## src/rtl/seq_divider.sv

```systemverilog
// -----------------------------------------------------------------------------
// seq_divider
//   Sequential restoring divider, one quotient bit per clock, MSB first.
//   Unsigned or two's-complement operands, with divide-by-zero and signed
//   overflow (MIN / -1) flags. Result is packed {quotient, remainder}.
//
// Parameters
//   WIDTH      operand width in bits (4..32)
//   SIGNED_EN  0: signed mode not built, is_signed is ignored
//
// Ports
//   clk          system clock, rising edge
//   rst_n        asynchronous active-low reset
//   start        launch a division (accepted only while idle)
//   is_signed    1 = two's-complement operands, captured with start
//   dividend     numerator, captured with start
//   divisor      denominator, captured with start
//   busy         high from the cycle after start is accepted until validity
//   validity     one-cycle pulse: result and flags are valid
//   div_by_zero  last operation had divisor == 0
//   overflow     last operation was signed MIN / -1
//   result       {quotient, remainder}, held until the next accepted start
//
// Timing: start sampled at edge 0 -> validity in the cycle after edge
// WIDTH+2 (edge 1 for divide-by-zero). The validity cycle itself ignores
// start, so a continuously held start relaunches after one idle cycle.
// -----------------------------------------------------------------------------
module seq_divider #(
  parameter int WIDTH     = 16,
  parameter bit SIGNED_EN = 1'b1
) (
  input  logic               clk,
  input  logic               rst_n,
  input  logic               start,
  input  logic               is_signed,
  input  logic [WIDTH-1:0]   dividend,
  input  logic [WIDTH-1:0]   divisor,
  output logic               busy,
  output logic               validity,
  output logic               div_by_zero,
  output logic               overflow,
  output logic [2*WIDTH-1:0] result
);

  localparam int              CW      = $clog2(WIDTH);
  localparam logic [CW-1:0]   LAST    = CW'(WIDTH - 1);
  localparam logic [WIDTH-1:0] MIN_VAL = {1'b1, {(WIDTH-1){1'b0}}};

  typedef enum logic [1:0] {
    IDLE = 2'd0,
    ITER = 2'd1,
    FIX  = 2'd2,
    DONE = 2'd3
  } state_t;

  state_t state_reg, state_next;

  logic [CW-1:0]      cnt_reg;
  logic [WIDTH:0]     rem_reg;       // partial remainder, WIDTH+1 bits
  logic [WIDTH-1:0]   quo_reg;       // dividend magnitude shifting out, quotient shifting in
  logic [WIDTH:0]     dmag_reg;      // divisor magnitude
  logic [WIDTH-1:0]   dvd_reg;       // raw dividend, returned as remainder on divide-by-zero
  logic               zero_reg;
  logic               ovf_pend_reg;
  logic               neg_q_reg;
  logic               neg_r_reg;
  logic               valid_reg;
  logic               dz_reg;
  logic               ovf_reg;
  logic [2*WIDTH-1:0] result_reg;

  // ---------------------------------------------------------------------------
  // Operand conditioning
  // ---------------------------------------------------------------------------
  logic signed_mode;

  generate
    if (SIGNED_EN) begin : g_signed
      assign signed_mode = is_signed;
    end else begin : g_unsigned
      assign signed_mode = 1'b0;
    end
  endgenerate

  logic             dvd_neg;
  logic             dsr_neg;
  logic [WIDTH-1:0] dvd_mag;
  logic [WIDTH:0]   dsr_mag;
  logic             accept;

  assign dvd_neg = signed_mode & dividend[WIDTH-1];
  assign dsr_neg = signed_mode & divisor[WIDTH-1];
  // Unsigned negation of MIN yields 2^(WIDTH-1) exactly, so the dividend
  // magnitude always fits in WIDTH unsigned bits.
  assign dvd_mag = dvd_neg ? -dividend : dividend;
  assign dsr_mag = {1'b0, (dsr_neg ? -divisor : divisor)};

  // The validity cycle blocks acceptance so start coincident with the
  // result pulse is dropped.
  assign accept = (state_reg == IDLE) && start && !valid_reg;

  // ---------------------------------------------------------------------------
  // Restoring step
  // ---------------------------------------------------------------------------
  logic [WIDTH:0]   shifted;
  logic [WIDTH+1:0] diff;
  logic             diff_neg;
  logic [WIDTH-1:0] quo_fix;
  logic [WIDTH-1:0] rem_fix;
  logic             rem_msb_unused;

  assign shifted  = {rem_reg[WIDTH-1:0], quo_reg[WIDTH-1]};
  assign diff     = {1'b0, shifted} - {1'b0, dmag_reg};
  assign diff_neg = diff[WIDTH+1];
  assign quo_fix  = neg_q_reg ? -quo_reg : quo_reg;
  assign rem_fix  = neg_r_reg ? -rem_reg[WIDTH-1:0] : rem_reg[WIDTH-1:0];
  // The remainder stays below the divisor magnitude, so its top bit is
  // always clear after a step.
  assign rem_msb_unused = rem_reg[WIDTH];

  // ---------------------------------------------------------------------------
  // FSM
  // ---------------------------------------------------------------------------
  always_ff @(posedge clk or negedge rst_n) begin
    if (!rst_n) begin
      state_reg <= IDLE;
    end else begin
      state_reg <= state_next;
    end
  end

  always_comb begin
    state_next = state_reg;
    busy       = 1'b0;
    case (state_reg)
      IDLE: begin
        if (accept) begin
          state_next = (divisor == '0) ? DONE : ITER;
        end
      end
      ITER: begin
        busy = 1'b1;
        if (cnt_reg == LAST) begin
          state_next = FIX;
        end
      end
      FIX: begin
        busy       = 1'b1;
        state_next = DONE;
      end
      DONE: begin
        busy       = 1'b1;
        state_next = IDLE;
      end
      default: state_next = IDLE;
    endcase
  end

  // ---------------------------------------------------------------------------
  // Datapath and output registers
  // ---------------------------------------------------------------------------
  always_ff @(posedge clk or negedge rst_n) begin
    if (!rst_n) begin
      cnt_reg      <= '0;
      rem_reg      <= '0;
      quo_reg      <= '0;
      dmag_reg     <= '0;
      dvd_reg      <= '0;
      zero_reg     <= 1'b0;
      ovf_pend_reg <= 1'b0;
      neg_q_reg    <= 1'b0;
      neg_r_reg    <= 1'b0;
      valid_reg    <= 1'b0;
      dz_reg       <= 1'b0;
      ovf_reg      <= 1'b0;
      result_reg   <= '0;
    end else begin
      valid_reg <= (state_reg == DONE);
      case (state_reg)
        IDLE: begin
          if (accept) begin
            dz_reg       <= 1'b0;
            ovf_reg      <= 1'b0;
            dvd_reg      <= dividend;
            zero_reg     <= (divisor == '0);
            ovf_pend_reg <= signed_mode && (dividend == MIN_VAL) && (divisor == '1);
            neg_q_reg    <= dvd_neg ^ dsr_neg;
            neg_r_reg    <= dvd_neg;
            rem_reg      <= '0;
            quo_reg      <= dvd_mag;
            dmag_reg     <= dsr_mag;
            cnt_reg      <= '0;
          end
        end
        ITER: begin
          rem_reg <= diff_neg ? shifted : diff[WIDTH:0];
          quo_reg <= {quo_reg[WIDTH-2:0], ~diff_neg};
          cnt_reg <= cnt_reg + CW'(1);
        end
        FIX: begin
          quo_reg <= quo_fix;
          rem_reg <= {1'b0, rem_fix};
        end
        DONE: begin
          // Result and flags change together with the validity pulse.
          if (zero_reg) begin
            result_reg <= {{WIDTH{1'b1}}, dvd_reg};
            dz_reg     <= 1'b1;
            ovf_reg    <= 1'b0;
          end else begin
            result_reg <= {quo_reg, rem_reg[WIDTH-1:0]};
            dz_reg     <= 1'b0;
            ovf_reg    <= ovf_pend_reg;
          end
        end
        default: ;
      endcase
    end
  end

  assign validity    = valid_reg;
  assign div_by_zero = dz_reg;
  assign overflow    = ovf_reg;
  assign result      = result_reg;

endmodule

```

## config.mk

```make
export PLATFORM = sky130hd
export DESIGN_NAME = seq_divider
export DESIGN_NICKNAME = d
export VERILOG_FILES = /design/src/rtl/seq_divider.sv
export SDC_FILE = /design/constraint.sdc
export NUM_CORES = 1
export LEC_CHECK = 0
export ABC_AREA = 1
export CAP_MARGIN = 5
export CELL_PAD_IN_SITES_DETAIL_PLACEMENT = 1
export CELL_PAD_IN_SITES_GLOBAL_PLACEMENT = 2
export CORE_MARGIN = 1.5
export CORE_UTILIZATION = 34
export CTS_BUF_LIST = sky130_fd_sc_hd__clkbuf_4
export DETAILED_ROUTE_END_ITERATION = 6
export PLACE_DENSITY = 0.94
export SLEW_MARGIN = 0
export SYNTH_ARGS = -nofsm -noshare
export SYNTH_HDL_FRONTEND = slang
export SYNTH_SLANG_ARGS = --single-unit
```

## constraint.sdc

```tcl
create_clock -name clk -period 2.8 [get_ports clk]
set_clock_uncertainty 0.15 [all_clocks]
set_input_delay 0.84 -clock clk [delete_from_list [all_inputs] [get_ports clk]]
set_output_delay 0.84 -clock clk [all_outputs]
set_load 0.005 [all_outputs]
```

Fig. 1: clock routing
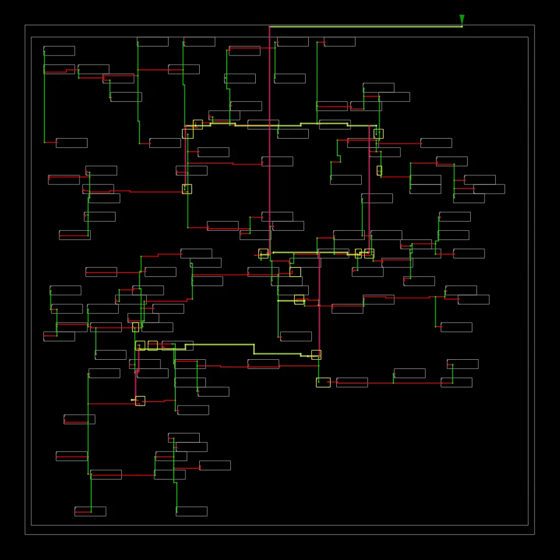
worst skew pair latency: 0.53 ns
registers: 109

Fig. 2: I/O nets highlighted
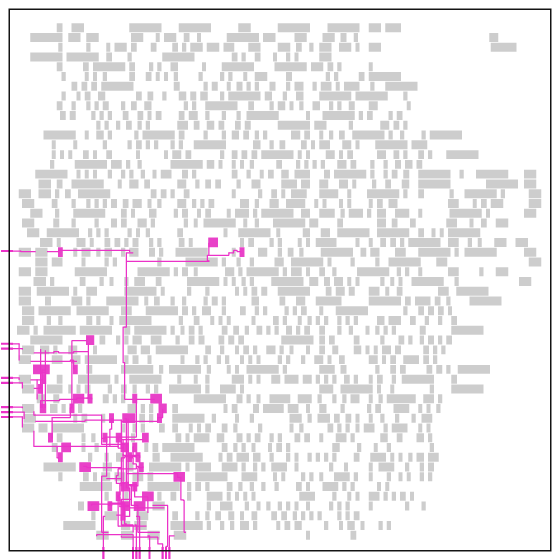
legend:
  magenta:
    port: `divisor`
    bits: 16
    direction: input
    end_cells: 40
    buffers: 22
    wire: 843 um
number of port buffers: 71
# IOs: 72

Fig. 3: clock distribution
The bar under the picture is 50 um long.
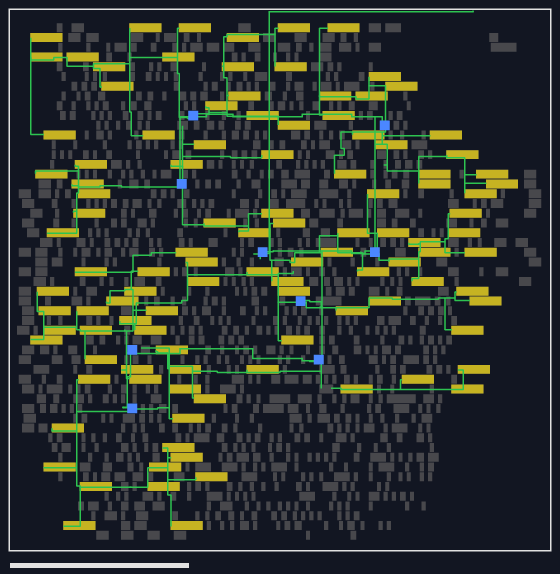
legend:
  green:
    item: clock wires
    length: 1,710 um
  yellow:
    item: flip-flops
    count: 109
  blue:
    item: clock drivers
    count: 9
routed clock nets: 10
P_clk: 0.801 mW
clock power share: 7.6%

==> results.toml <==
# yosys + openroad results
[power_and_ir_drop]
peakVddDrop_uv = 340
powerComb_mw = 6.95
power.leakage_nw = 4.33
switchingPower_mw = 5.57

[placement]
dp_worst_setup_slack_ns = -0.102
placedCellCount = 1417

[global_routing]
globalRouteOverflowTotal = 0
met3_usage_pct = 2.79
busiest_layer = "met2"

[route]
vias_per_cell = 5.21
wirelength_um = 25000
met3WireLength_um = 939

[floorplanning]
core_um2 = 21200
std_cell_rows = 53
dieArea_um2 = 22600
fp.dieW_um = 150

[status]
status = "finished clean"

[sta]
setup_viol = 0
max_freq_mhz = 398
worstMarginPinSlew_ns = 0.734
setup_slack_ns = 0.287

[synth]
synth_top_cell_by_area = "dfrtp_1"
top_cells_by_area = "dfrtp_1 (37%), nand2_1 (16%), inv_1 (7.5%), nand3_1 (5.8%), o21ai_0 (5.7%)"
syn_area_um2 = 7390
ys_top_cells_by_count = "nand2_1 (319), inv_1 (147), dfrtp_1 (109), nor2_1 (88), nand3_1 (85)"
ys_types = 46

[cells_and_area]
post-route-util_pct = 41.1
largest_class = "combinational gates"
largest_register_ffs = 32
buffers = 107
logic_area_um2 = 3940

[worst_setup_path]
path_buffers = 0
path_cells = "ha_1 -> nand2_2 -> nor2_1 -> and2_4 -> nand2_4 -> nand2_4 -> nand2_1 -> nand2_1 -> nand2_1 -> nand2_1 -> nand2_1 -> nand2_1"
crit_top_cell = "nand2_1"
cp_max_fo = 12
worstReg2RegEnd = "rem_reg[12]$_DFFE_PN0P_"
critPathArrivalTime_ns = 2.82
cp.depth = 12

[clocking]
ctsResizeCount = 1
Fig. 4: signal wires by layer
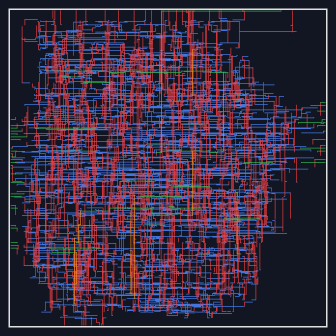
legend:
  orange:
    layer: metal 4
    wire_length: 353 um
  green:
    layer: metal 3
    wire_length: 939 um
  red:
    layer: metal 2
    wire_length: 11,600 um
  blue:
    layer: metal 1
    wire_length: 12,100 um
via count: 7,486
GR Util All Layers: 23.2%

Fig. 5: selected gate families
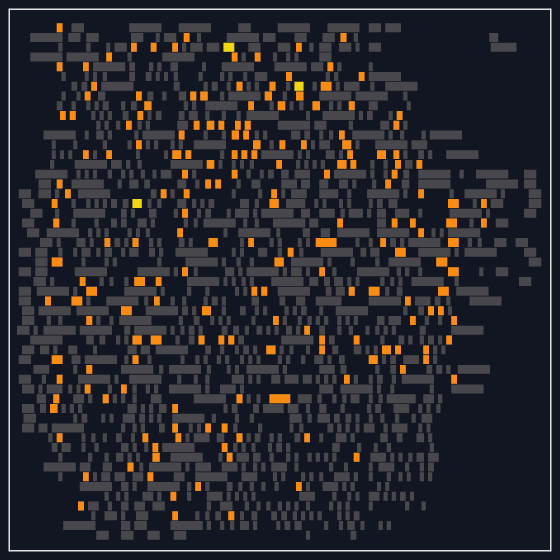
legend:
  yellow:
    family: AND-OR and OR-AND gates
    cells: 3
  orange:
    family: inverting AOI/OAI gates
    cells: 181
    where: spread over the die
most frequent logic cell in the layout: nand2_1
fraction of area in multi-input gates: 45.2%
fin cells: 1,437

Power and IR drop assume default switching activity.
